Figure 1. Placement by cell class (run 1).
Scale bar: 20 µm. Fill, decap, tap and diode cells in gray.
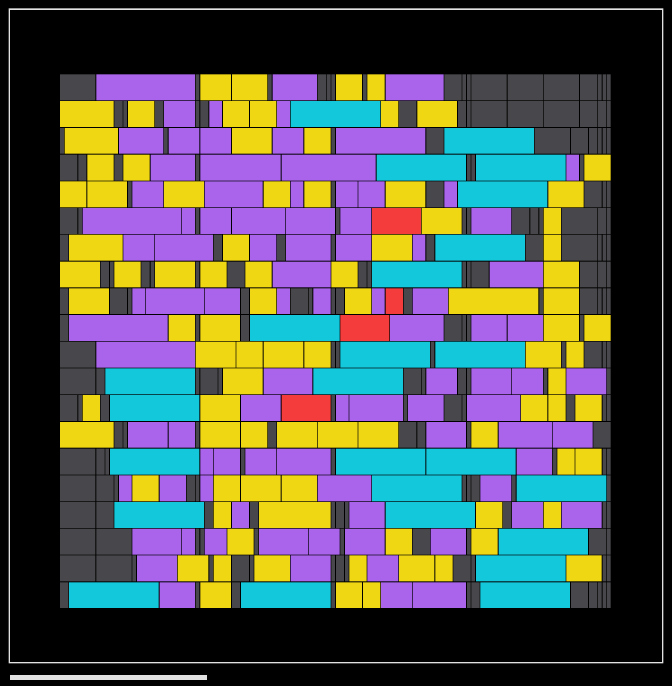
Figure 2. Clock wiring as the flow saved it (run 1).
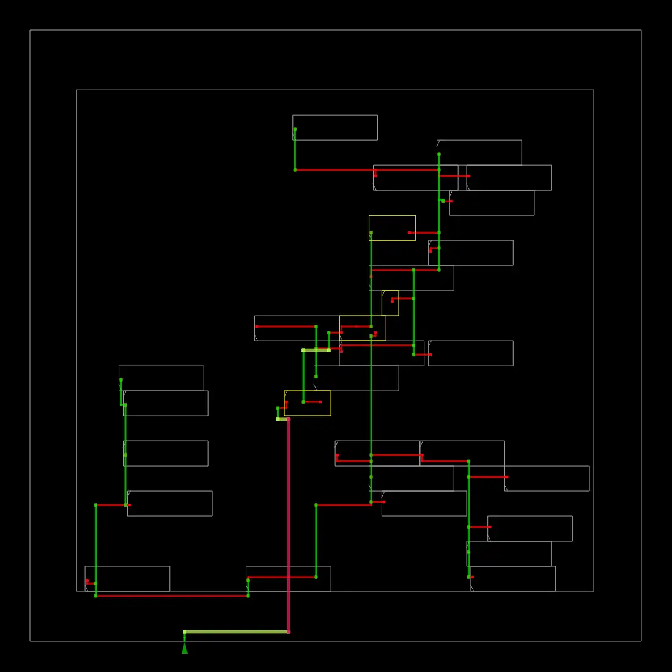
Figure 3. Gate families picked out (run 1).
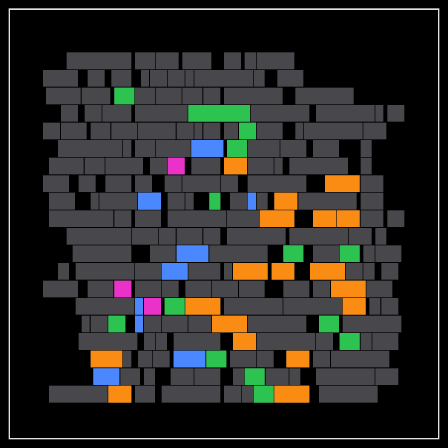
File: src/rtl/fifo_pkg.sv
// Shared types and helpers for the FIFO write-side front end.
package fifo_pkg;

  localparam int FIFO_ADDRSIZE = 4;
  localparam int DEPTH         = 1 << FIFO_ADDRSIZE;
  localparam int GRAY_MAX_W    = 32;

  typedef enum logic [1:0] {
    EMPTY = 2'd0,
    ONE   = 2'd1,
    TWO   = 2'd2
  } skid_occ_e;

  // Works for any pointer up to GRAY_MAX_W bits: zero-extend on the way in,
  // truncate on the way out.
  function automatic logic [GRAY_MAX_W-1:0] gray2bin(input logic [GRAY_MAX_W-1:0] g);
    logic [GRAY_MAX_W-1:0] b;
    b[GRAY_MAX_W-1] = g[GRAY_MAX_W-1];
    for (int i = GRAY_MAX_W-2; i >= 0; i--) begin
      b[i] = b[i+1] ^ g[i];
    end
    return b;
  endfunction

endpackage

File: src/rtl/fifo_wr_ctrl_if.sv
// Producer handshake, FIFO write port and pointer/level signals of the write front end.
interface fifo_wr_ctrl_if #(
  parameter int DSIZE    = 8,
  parameter int ADDRSIZE = fifo_pkg::FIFO_ADDRSIZE
);
  logic                s_valid;
  logic [DSIZE-1:0]    s_data;
  logic                s_ready;
  logic                wfull;
  logic [ADDRSIZE:0]   wptr;
  logic [ADDRSIZE:0]   wq2_rptr;
  logic                winc;
  logic [DSIZE-1:0]    wdata;
  logic [ADDRSIZE:0]   wlevel;
  logic                wafull;

  modport master (
    output s_valid, s_data, wfull, wptr, wq2_rptr,
    input  s_ready, winc, wdata, wlevel, wafull
  );

  modport slave (
    input  s_valid, s_data, wfull, wptr, wq2_rptr,
    output s_ready, winc, wdata, wlevel, wafull
  );
endinterface

File: src/rtl/fifo_skid2.sv
// Two-entry skid buffer with registered ready; head is always the oldest word.
// state | meaning
// EMPTY | no words held
// ONE   | head valid
// TWO   | head and tail valid, ready low
module fifo_skid2
  import fifo_pkg::*;
#(
  parameter int DSIZE = 8
) (
  input  logic             clk_i,
  input  logic             rst_i,
  input  logic             push_valid_i,
  input  logic [DSIZE-1:0] push_data_i,
  input  logic             pop_i,
  output logic             push_ready_o,
  output logic [DSIZE-1:0] head_o,
  output skid_occ_e        occ_o
);

  skid_occ_e        occ_q, occ_d;
  logic [DSIZE-1:0] head_q, head_d;
  logic [DSIZE-1:0] tail_q, tail_d;
  logic             ready_q, ready_d;
  logic             push;

  assign push = push_valid_i & ready_q;

  always_ff @(posedge clk_i or posedge rst_i) begin
    if (rst_i) begin
      occ_q   <= EMPTY;
      head_q  <= '0;
      tail_q  <= '0;
      ready_q <= 1'b0;
    end else begin
      occ_q   <= occ_d;
      head_q  <= head_d;
      tail_q  <= tail_d;
      ready_q <= ready_d;
    end
  end

  always_comb begin
    occ_d  = occ_q;
    head_d = head_q;
    tail_d = tail_q;
    unique case (occ_q)
      EMPTY: begin
        if (push) begin
          head_d = push_data_i;
          occ_d  = ONE;
        end
      end
      ONE: begin
        if (push && pop_i) begin
          head_d = push_data_i;
        end else if (push) begin
          tail_d = push_data_i;
          occ_d  = TWO;
        end else if (pop_i) begin
          occ_d = EMPTY;
        end
      end
      TWO: begin
        if (pop_i) begin
          head_d = tail_q;
          occ_d  = ONE;
        end
      end
      default: occ_d = EMPTY;
    endcase
    ready_d = (occ_d != TWO);
  end

  assign push_ready_o = ready_q;
  assign head_o       = head_q;
  assign occ_o        = occ_q;

endmodule

File: src/rtl/fifo_wr_ctrl.sv
// FIFO write-side front end: skid-buffered producer port, wfull-gated write strobe,
// and registered fill level / almost-full derived from the Gray pointers.
module fifo_wr_ctrl
  import fifo_pkg::*;
#(
  parameter int DSIZE        = 8,
  parameter int ADDRSIZE     = FIFO_ADDRSIZE,
  parameter int AFULL_THRESH = 2
) (
  input logic           wclk,
  input logic           wrst,
  fifo_wr_ctrl_if.slave bus
);

  localparam int            PW       = ADDRSIZE + 1;
  localparam logic [PW-1:0] DEPTH_P  = PW'(1 << ADDRSIZE);
  localparam logic [PW-1:0] THRESH_P = PW'(AFULL_THRESH);

  skid_occ_e        occ;
  logic [DSIZE-1:0] head;
  logic             s_ready;
  logic             winc;

  assign winc = (occ != EMPTY) & ~bus.wfull;

  fifo_skid2 #(.DSIZE(DSIZE)) u_skid (
    .clk_i        (wclk),
    .rst_i        (wrst),
    .push_valid_i (bus.s_valid),
    .push_data_i  (bus.s_data),
    .pop_i        (winc),
    .push_ready_o (s_ready),
    .head_o       (head),
    .occ_o        (occ)
  );

  assign bus.s_ready = s_ready;
  assign bus.winc    = winc;
  assign bus.wdata   = head;

  logic [PW-1:0] wbin, rbin, diff, free_slots;
  logic [PW-1:0] wlevel_q, wlevel_d;
  logic          wafull_q, wafull_d;

  // Modular subtraction handles pointer wrap without special casing.
  assign wbin       = PW'(gray2bin(GRAY_MAX_W'(bus.wptr)));
  assign rbin       = PW'(gray2bin(GRAY_MAX_W'(bus.wq2_rptr)));
  assign diff       = wbin - rbin;
  assign free_slots = DEPTH_P - diff;
  assign wlevel_d   = diff;
  assign wafull_d   = (free_slots <= THRESH_P);

  always_ff @(posedge wclk or posedge wrst) begin
    if (wrst) begin
      wlevel_q <= '0;
      wafull_q <= 1'b0;
    end else begin
      wlevel_q <= wlevel_d;
      wafull_q <= wafull_d;
    end
  end

  assign bus.wlevel = wlevel_q;
  assign bus.wafull = wafull_q;

endmodule

File: src/flat_wrapper.sv
// flat-port wrapper written by rule: the top's interface ports become plain ports
module fifo_wr_ctrl_flat import fifo_pkg::*;
#(
  parameter int DSIZE        = 8,
  parameter int ADDRSIZE     = FIFO_ADDRSIZE,
  parameter int AFULL_THRESH = 2
)
  (wclk, wrst, bus_s_valid, bus_s_data, bus_wfull, bus_wptr, bus_wq2_rptr, bus_s_ready, bus_winc, bus_wdata, bus_wlevel, bus_wafull);
  fifo_wr_ctrl_if #(.DSIZE(DSIZE), .ADDRSIZE(ADDRSIZE)) bus_i ();
  input logic wclk;
  input logic wrst;
  input wire logic [$bits(bus_i.s_valid)-1:0] bus_s_valid;
  input wire logic [$bits(bus_i.s_data)-1:0] bus_s_data;
  input wire logic [$bits(bus_i.wfull)-1:0] bus_wfull;
  input wire logic [$bits(bus_i.wptr)-1:0] bus_wptr;
  input wire logic [$bits(bus_i.wq2_rptr)-1:0] bus_wq2_rptr;
  output wire logic [$bits(bus_i.s_ready)-1:0] bus_s_ready;
  output wire logic [$bits(bus_i.winc)-1:0] bus_winc;
  output wire logic [$bits(bus_i.wdata)-1:0] bus_wdata;
  output wire logic [$bits(bus_i.wlevel)-1:0] bus_wlevel;
  output wire logic [$bits(bus_i.wafull)-1:0] bus_wafull;
  assign bus_i.s_valid = bus_s_valid;
  assign bus_i.s_data = bus_s_data;
  assign bus_i.wfull = bus_wfull;
  assign bus_i.wptr = bus_wptr;
  assign bus_i.wq2_rptr = bus_wq2_rptr;
  assign bus_s_ready = bus_i.s_ready;
  assign bus_winc = bus_i.winc;
  assign bus_wdata = bus_i.wdata;
  assign bus_wlevel = bus_i.wlevel;
  assign bus_wafull = bus_i.wafull;
  fifo_wr_ctrl #(.DSIZE(DSIZE), .ADDRSIZE(ADDRSIZE), .AFULL_THRESH(AFULL_THRESH)) u_core (.wclk(wclk), .wrst(wrst), .bus(bus_i));
endmodule
File: config.mk
export PLATFORM = sky130hd
export DESIGN_NAME = fifo_wr_ctrl_flat
export DESIGN_NICKNAME = d
export VERILOG_FILES = /design/src/rtl/fifo_pkg.sv /design/src/rtl/fifo_wr_ctrl_if.sv /design/src/rtl/fifo_skid2.sv /design/src/rtl/fifo_wr_ctrl.sv /design/src/flat_wrapper.sv
export SDC_FILE = /design/constraint.sdc
export NUM_CORES = 1
export LEC_CHECK = 0
export ABC_CLOCK_PERIOD_IN_PS = 1620
export CAP_MARGIN = 20
export CORE_MARGIN = 5
export CORE_UTILIZATION = 42
export CTS_BUF_LIST = sky130_fd_sc_hd__clkbuf_8 sky130_fd_sc_hd__clkbuf_16
export CTS_CLUSTER_DIAMETER = 50
export DETAILED_ROUTE_END_ITERATION = 7
export GPL_ROUTABILITY_DRIVEN = 0
export PLACE_DENSITY = 0.77
export SETUP_SLACK_MARGIN = 0.4
export SLEW_MARGIN = 20
export SYNTH_ARGS = -nofsm -noshare
export SYNTH_HDL_FRONTEND = slang
export SYNTH_SLANG_ARGS = --single-unit
File: constraint.sdc
create_clock -name wclk -period 1.62 [get_ports wclk]
set_clock_uncertainty 0.2 [all_clocks]
set_input_delay 0.324 -clock wclk [delete_from_list [all_inputs] [get_ports wclk]]
set_output_delay 0.324 -clock wclk [all_outputs]
set_load 0.01 [all_outputs]
==> flow_metrics.py, run 1 <==
# Generated from Yosys and OpenROAD reports
metrics = {
    "run_status": {
        "status": "complete, but fails checks",
        "violations": "negative setup slack",
    },
    "clocking": {
        "clock_path_buffers": 2,
        "cts_tree": "built",
        "worstSkewPairLatency_ns": 0.27,
    },
    "logic_synthesis": {
        "edf_count": 0,
        "ys_types": 26,
        "synth_warnings": 0,
        "ys_cells": 118,
        "synthArstFlopShare_pct": 100,
        "ys_area_mm2": 0.00133,
        "synthTopCellsByArea": "dfrtp_1 47%, mux2i_1 7.5%, mux2_2 6.8%, ha_1 5.6%, xnor2_2 4.9%",
    },
    "run": {
        "warnings": 31,
    },
    "routing": {
        "routedWlPerCell_um": 16.3,
        "drc": 0,
        "drt_iter0_markers": 52,
        "dr.pass1.iters": 4,
        "met3_length_um": 180,
        "wl_um": 4090,
    },
    "critical_path": {
        "path_buffers": 2,
        "worst-setup-path-type": "primary input to flip-flop",
        "crit_fanout": 2,
        "reg2reg_depth": 6,
        "required_ns": 1.60,
        "reg2reg_to": "u_core.u_skid.head_o[2]$_DFFE_PP0P_",
        "r2r_setup_slack_ns": -0.04,
        "path_delay_family": "adder cells",
    },
    "global_route": {
        "grt_pass1_vias": 1337,
        "track_usage_pct": 17.9,
    },
    "sta": {
        "holdWs_ns": 0.217,
        "setup_viol": 14,
        "setup_ws_ns": -0.929,
        "finalClockPeriodUsage_pct": 157,
        "rsz0062_at_grt": "yes",
    },
    "floorplanning": {
        "die_area_mm2": 0.00440,
        "die.size.y_um": 66.4,
    },
    "final_layout": {
        "num-nets-final": 237,
        "diodes": 0,
    },
    "placement": {
        "dp_hpwl_um": 2490,
    },
}
## Picture notes: Figure 1
red -> clock drivers and dummy loads  # cells 4
purple -> remaining logic cells  # cells 90
yellow -> remaining buffers and delay cells  # cells 88
cyan -> registers  # cells 25
Core Box Area: 0.00305 mm²
fin util: 81.9%

## Picture notes: Figure 2
Num CTS Buffers: 3
flop count: 25
Clock net power: 367 µW

## Picture notes: Figure 3
green -> aoi and oai cells  # cells 14
blue -> nor cells  # cells 9
magenta -> non-inverting ao/oa cells  # cells 3
orange -> mux cells  # cells 18
Final Non-Filler Cells: 251
Top cell excl fill/tap: buf_4

[run 1: logic make-up after synthesis]
| group | count (synthesis) | synth area share [%] |
|---|---|---|
| buffers and inverters | 13 | 3.66 |
| xor gates and xnor gates | 15 | 12.1 |
| AOI/OAI and AO/OA | 17 | 8.35 |
| DFF | 25 | 46.9 |
| muxes | 18 | 14.3 |
| and+or+nand+nor | 23 | 7.60 |
| adders and majority gates | 7 | 7.13 |
[run 1: sequential cells by signal, indices dropped and copies added (netlist names)]
name	cells
u_core.bus.wafull	1
u_core.bus.wlevel	5
u_core.u_skid.head_o	8
u_core.u_skid.occ_o	2
u_core.u_skid.push_ready_o	1
u_core.u_skid.tail_q	8
[run 1: report_power, final]
| part | total, mW | leakage (nW) | internal [mW] | switching, mW |
|---|---|---|---|---|
| sequential | 1.09 | 0.300 | 0.914 | 0.172 |
| combinational | 2.40 | 0.893 | 1.36 | 1.04 |
| clock | 0.367 | 0.0255 | 0.172 | 0.195 |
| total | 3.85 | 1.22 | 2.45 | 1.40 |
[run 1: layout make-up]
cell class              instances  area, µm²  share of cell area, %
multi-input cells              80        948                   37.9
repair buffers                 88        787                   31.5
flip-flops and latches         25        626                   25.0
well taps                      44       55.1                   2.20
clock buffers                   3       41.3                   1.65
inverters                      10       37.5                   1.50
clock inverters                 1       5.00                  0.200
[run 1: through the flow]
| step | TNS, ns | total power [mW] | util, % | instances | instance area (µm²) |
|---|---|---|---|---|---|
| after floorplan | -2.61 | 1.94 | - | 118 | 1460 |
| after global placement | -11.12 | 2.62 | 66.3 | 220 | 2020 |
| after detailed placement | -11.96 | 2.72 | 66.3 | 220 | 2020 |
| after CTS | -2.41 | 3.40 | 74.6 | 238 | 2280 |
| after global routing | -3.70 | 4.08 | 81.9 | 251 | 2500 |
| final | -2.92 | 3.85 | 81.9 | 251 | 2500 |
Figure 4. Register map, names as in the netlist (run 1).
Other sequential cells in the stronger gray, the rest of the logic in the fainter gray.
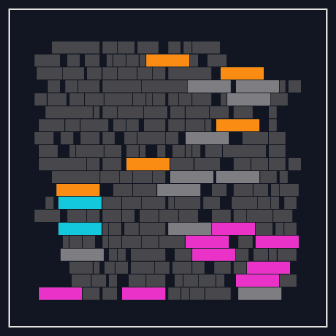

==> run 2, diff against run 1 <==
--- a/config.mk
+++ b/config.mk
@@ -7,13 +7,15 @@
 export LEC_CHECK = 0
 export ABC_CLOCK_PERIOD_IN_PS = 1620
 export CAP_MARGIN = 20
+export CELL_PAD_IN_SITES_DETAIL_PLACEMENT = 1
+export CELL_PAD_IN_SITES_GLOBAL_PLACEMENT = 2
 export CORE_MARGIN = 5
-export CORE_UTILIZATION = 42
+export CORE_UTILIZATION = 26
 export CTS_BUF_LIST = sky130_fd_sc_hd__clkbuf_8 sky130_fd_sc_hd__clkbuf_16
 export CTS_CLUSTER_DIAMETER = 50
 export DETAILED_ROUTE_END_ITERATION = 7
 export GPL_ROUTABILITY_DRIVEN = 0
-export PLACE_DENSITY = 0.77
+export PLACE_DENSITY = 0.75
 export SETUP_SLACK_MARGIN = 0.4
 export SLEW_MARGIN = 20
 export SYNTH_ARGS = -nofsm -noshare
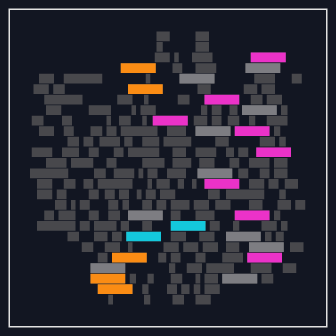
Figure 5: run 2, register map, names as in the netlist.
Other sequential cells in the stronger gray, the rest of the logic in the fainter gray.
orange -> u_core.bus.wlevel  # placed flops 5
magenta -> u_core.u_skid.head_o  # placed flops 8
cyan -> u_core.u_skid.occ_o  # placed flops 2

==> flow_metrics.py, run 2 <==
# Generated from Yosys and OpenROAD reports
metrics = {
    "run_status": {
        "status": "complete, but fails checks",
        "violations": "negative setup slack",
    },
    "floorplanning": {
        "core_mm2": 0.00504,
        "die_area_mm2": 0.00666,
        "die.size.y_um": 81.6,
    },
    "clocking": {
        "cts_tree": "built",
        "cts_buffers": 3,
        "clock_path_buffers": 2,
    },
    "critical_path": {
        "max_stage_delay_ns": 0.56,
        "required_ns": 1.61,
        "path_delay_family": "adder cells",
        "path_buffers": 2,
        "worst-setup-path-type": "primary input to flip-flop",
        "crit_fanout": 2,
        "cp.arrival_ns": 2.48,
    },
    "routing": {
        "drc": 0,
        "dr.pass1.iters": 4,
        "drt_iter0_markers": 39,
        "wl_um": 3830,
        "routedWlPerCell_um": 14.1,
    },
    "placement": {
        "dp_cells": 248,
        "pre_cts_ws_ns": -1.66,
        "placed_area_mm2": 0.00208,
        "dp_hpwl_um": 2750,
        "numPortBuffers": 37,
    },
    "final_layout": {
        "num-nets-final": 232,
        "mi_logic_area_um2": 916,
        "lay_top_count": "buf_4",
        "stdcell_count": 272,
        "diodes": 0,
        "fin_util_pct": 48.6,
        "ff_latch_area_um2": 626,
    },
    "power": {
        "p_comb_share_pct": 61.5,
        "top_power_group": "combinational cells",
        "p_seq_mw": 1.07,
        "p_seq_share_pct": 28.8,
        "switchingPower_mw": 1.30,
        "cellInternalPower_mw": 2.41,
        "switching_share_pct": 35.1,
        "finalPower_mw": 3.71,
        "comb_power_mw": 2.28,
    },
    "sta": {
        "setup_ws_ns": -0.871,
        "setup_tns_ns": -2.64,
        "finalClockPeriodUsage_pct": 154,
        "rsz0062_at_grt": "yes",
        "setup_viol": 5,
        "holdWs_ns": 0.205,
    },
    "logic_synthesis": {
        "fa_ha_area_share_pct": 7.13,
        "ys_area_mm2": 0.00133,
        "most_common_cell": "dfrtp_1",
        "ys_types": 26,
        "synth_flops": 25,
        "synthArstFlopShare_pct": 100,
        "ys_cells": 118,
        "muxShareOfSynthArea_pct": 14.3,
        "synth_warnings": 0,
        "edf_count": 0,
        "simple_gate_area_share_pct": 7.60,
        "netlist_logic_family_top": "multiplexers",
        "ys_sh_aoi_pct": 8.35,
        "synthTopCellsByArea": "dfrtp_1 47%, mux2i_1 7.5%, mux2_2 6.8%, ha_1 5.6%, xnor2_2 4.9%",
    },
    "global_route": {
        "antenna_found_initial": 0,
        "grt_pass1_vias": 1338,
        "track_usage_pct": 12.2,
    },
    "run": {
        "warnings": 31,
    },
}
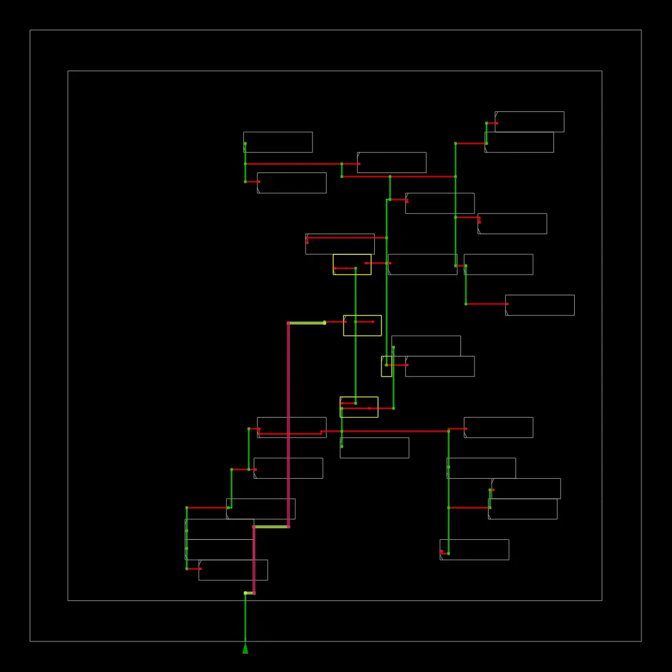
Figure 6: run 2, clock wiring as the flow saved it.
CLK BUF: 3
Clock net power: 357 µW
clk latency late pin: 0.26 ns

[run 2: area by class of cell]
class	count	area share (%)
timing repair buffer	83	30.2
tap	70	3.57
multi-input combinational	80	37.4
sequential	25	25.5
inverter	10	1.53
clock buffer	3	1.68
clock inverter	1	0.153
[run 2: path summary, 6_finish.rpt]
path | start | end | slack [ns] | cells after the start
min | wrst | u_core.bus.wlevel[0]$_DFF_PP0_ | 0.21 | 3
max in group asynchronous | wrst | u_core.u_skid.push_ready_o$_DFF_PP0_ | 0.76 | 3
max reg2reg | u_core.u_skid.occ_o[1]$_DFF_PP0_ | u_core.u_skid.tail_q[1]$_DFFE_PP0P_ | 0.03 | 5
min reg2reg | u_core.u_skid.head_o[5]$_DFFE_PP0P_ | u_core.u_skid.head_o[5]$_DFFE_PP0P_ | 0.32 | 2
min in group wclk | u_core.u_skid.head_o[5]$_DFFE_PP0P_ | u_core.u_skid.head_o[5]$_DFFE_PP0P_ | 0.32 | 2
max | bus_wptr[3] | u_core.bus.wafull$_DFF_PP0_ | -0.87 | 11
[run 2: worst register-to-register path, cell delays in order (launching register included)]
cell     delay, ns
dfrtp_1       0.40
buf_6         0.14
nor2_4        0.10
and3_4        0.20
buf_12        0.13
mux2_4        0.31
[run 2: routing by layer]
layer | track usage, % | routed length (µm) | share of wire, % | vias to the layer above
met5 | 0 | 0 | 0 | -
li1 | - | - | - | 560
met4 | 4.49 | 36 | 0.94 | 0
met3 | 1.86 | 183 | 4.8 | 4
met2 | 24.6 | 2210 | 58 | 25
met1 | 12.3 | 1400 | 37 | 592
[run 2: what timing repair did]
item | in CTS | in global routing
buffers inserted | 10 | 9
gates cloned | 1 | 0
endpoints found under the hold margin | 0 | 0
endpoints found under the setup margin | 41 | 41
gates resized | 149 | 20
pin swaps | 30 | 17
Figure 7. Floorplan with the power grid (run 2).
Pins as bars on the die edge.
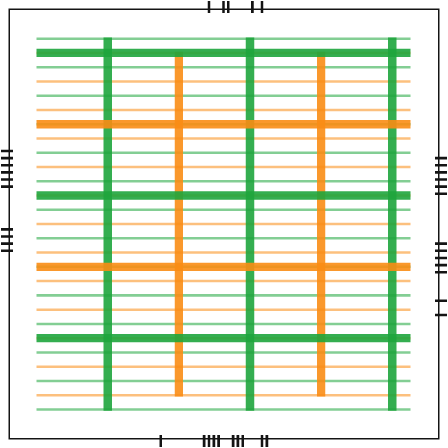

==> run 3, diff against run 2 <==
--- a/config.mk
+++ b/config.mk
@@ -5,7 +5,7 @@
 export SDC_FILE = /design/constraint.sdc
 export NUM_CORES = 1
 export LEC_CHECK = 0
-export ABC_CLOCK_PERIOD_IN_PS = 1620
+export ABC_CLOCK_PERIOD_IN_PS = 2000
 export CAP_MARGIN = 20
 export CELL_PAD_IN_SITES_DETAIL_PLACEMENT = 1
 export CELL_PAD_IN_SITES_GLOBAL_PLACEMENT = 2
==> constraint.sdc (replaced) <==
create_clock -name wclk -period 2 [get_ports wclk]
set_clock_uncertainty 0.2 [all_clocks]
set_input_delay 0.4 -clock wclk [delete_from_list [all_inputs] [get_ports wclk]]
set_output_delay 0.4 -clock wclk [all_outputs]
set_load 0.01 [all_outputs]
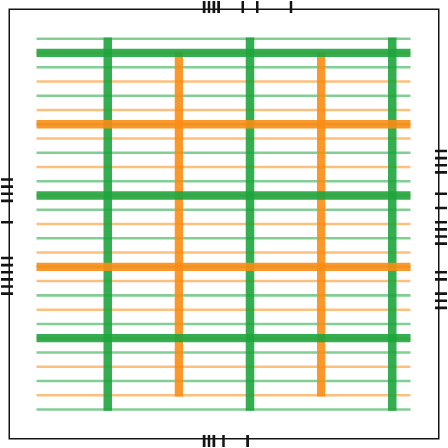
Figure 8: run 3, floorplan with the power grid.
Pins as bars on the die edge.
green -> VSS
orange -> VDD
met4 straps = 5
met1 rails = 27
rows = 26
met5 straps = 5
signal pins = 38
die height: 81.6 µm
Core Box Area: 0.00504 mm²
die width: 81.6 µm
Peak VDD IR: 388 µV

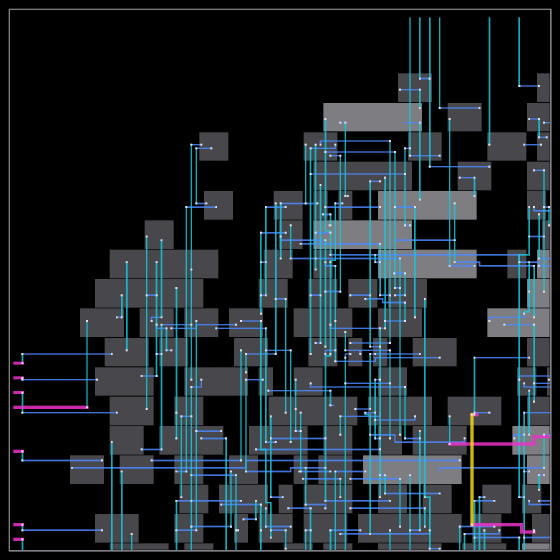
Figure 9: run 3, a small window of the routed layout.
Region (0, 32) to (50, 82) µm. Cells in gray, sequential cells in the stronger gray; small squares are vias.
magenta -> M3
yellow -> M4
cyan -> M2
blue -> M1
most frequent = buf_4 (21)
netlist names of flops here include = u_core.bus.wlevel (4)
cells with their middle in the window = 86
sequential cells in the window = 6

==> flow_metrics.py, run 3 <==
# Generated from Yosys and OpenROAD reports
metrics = {
    "logic_synthesis": {
        "synthTopCellsByArea": "dfrtp_1 47%, mux2i_1 7.5%, mux2_2 6.8%, ha_1 5.6%, xnor2_2 4.9%",
        "simple_gate_area_share_pct": 7.60,
        "fa_ha_area_share_pct": 7.13,
        "most_common_cell": "dfrtp_1",
        "ys_types": 26,
        "muxShareOfSynthArea_pct": 14.3,
        "ys_sh_xor_pct": 12.1,
        "ys_cells": 118,
        "synthArstFlopShare_pct": 100,
        "edf_count": 0,
        "synth_flops": 25,
        "synth_warnings": 0,
        "ys_sh_aoi_pct": 8.35,
    },
    "critical_path": {
        "reg2reg_depth": 4,
        "r2r_setup_slack_ns": 0.43,
        "required_ns": 1.99,
        "cp.arrival_ns": 2.60,
        "reg2reg_from": "u_core.u_skid.occ_o[1]$_DFF_PP0_",
        "critPathCapture": "u_core.bus.wafull$_DFF_PP0_",
        "crit_start": "bus_wptr[4]",
        "reg2reg_to": "u_core.u_skid.tail_q[7]$_DFFE_PP0P_",
        "crit_fanout": 2,
        "startpoint_type": "primary input",
        "worst-setup-path-type": "primary input to flip-flop",
    },
    "global_route": {
        "grt_util_met1_pct": 11.5,
        "grtUsageMet2_pct": 24.4,
        "grt_pass1_vias": 1304,
        "track_usage_pct": 11.9,
        "antenna_found_initial": 0,
        "use_met3_pct": 2.85,
        "grt_max_degree": 26,
        "busiest_layer": "met2",
    },
    "power": {
        "top_power_group": "combinational cells",
        "cellInternalPower_mw": 1.71,
        "p_seq_share_pct": 32.9,
        "comb_power_mw": 1.47,
        "clock_net_power_uw": 291,
        "switchingPower_uw": 915,
        "switching_share_pct": 34.8,
        "p_comb_share_pct": 56.1,
        "p_seq_uw": 863,
    },
    "clocking": {
        "cts_buffers": 3,
        "clock_path_buffers": 2,
        "cts_tree": "built",
        "path_clk_slew_ns": 0.08,
        "h-tree-depth": 1,
        "worstSkewPairLatency_ns": 0.26,
    },
    "final_layout": {
        "drive_above_1_share_pct": 42.4,
        "final_cell_mix": "29 x buf_4, 23 x dfrtp_1, 19 x dlygate4sd2_1",
        "num-nets-final": 221,
        "diodes": 0,
        "lay_top_count": "buf_4",
    },
    "sta": {
        "rsz0062_at_grt": "yes",
        "finalClockPeriodUsage_pct": 130,
        "setup_ws_ns": -0.607,
        "setup_viol": 5,
    },
    "floorplanning": {
        "die_area_mm2": 0.00666,
    },
    "routing": {
        "routedWlPerCell_um": 13.9,
        "drc": 0,
        "dr.pass1.iters": 2,
        "final_antenna_net_count": 0,
    },
    "placement": {
        "placed_area_mm2": 0.00201,
        "pre_cts_ws_ns": -1.37,
    },
    "run": {
        "warnings": 31,
    },
    "run_status": {
        "status": "complete, but fails checks",
        "violations": "negative setup slack",
    },
}
[run 3: cell types whose count changed in the layout (fill, tap and decap cells not counted), sizes merged]
cell | before | now
buf | 70 | 44
dlygate4sd2 | 4 | 19
clkinv | 0 | 1
inv | 11 | 10
[run 3: through the flow]
step / std cells / hold WS, ns / power (mW) / setup TNS [ns] / utilization [%]
floorplan: 118 / 0.227 / 1.47 / -1.17 / -
global placement: 245 / 0.264 / 2.07 / -4.94 / 39.9
detailed placement: 245 / 0.275 / 2.16 / -6.67 / 39.9
CTS: 255 / 0.289 / 2.52 / -0.935 / 43.2
global route: 261 / 0.319 / 2.82 / -1.51 / 44.9
finish: 261 / 0.280 / 2.63 / -1.16 / 44.9
[run 3: worst max-delay path, cell delays in order]
cell and delay [ns]:
buf_8 0.11, xnor2_4 0.14, xnor2_2 0.15, xor2_1 0.17, ha_2 0.20, fa_2 0.57, inv_2 0.06, ha_4 0.26
o211ai_1 0.08, or3_1 0.33, mux2i_1 0.13
[run 3: timing repair]
action | 4_1_cts | 5_1_grt
endpoints found under the setup margin | 38 | 21
resized | 89 | 12
pin swaps | 21 | 18
setup buffers | 6 | 6
[run 3: layer usage]
layer / wire length (µm) / vias to the layer above / share of wire (%)
met1: 1240 / 552 / 34
met4: 39 / 0 / 1.1
met5: 0 / - / 0
met2: 2150 / 32 / 59
met3: 211 / 6 / 5.8
li1: - / 536 / -
[run 3: cell type report]
type                       instances  area, µm²
inverter                          10       37.5
fill                             547       2780
clock inverter                     1       5.00
tap                               70       87.6
sequential                        25        628
timing repair buffer              72        653
multi-input combinational         80        811
clock buffer                       3       41.3
Power figures rest on the tool's default switching activity, not on a simulated workload.
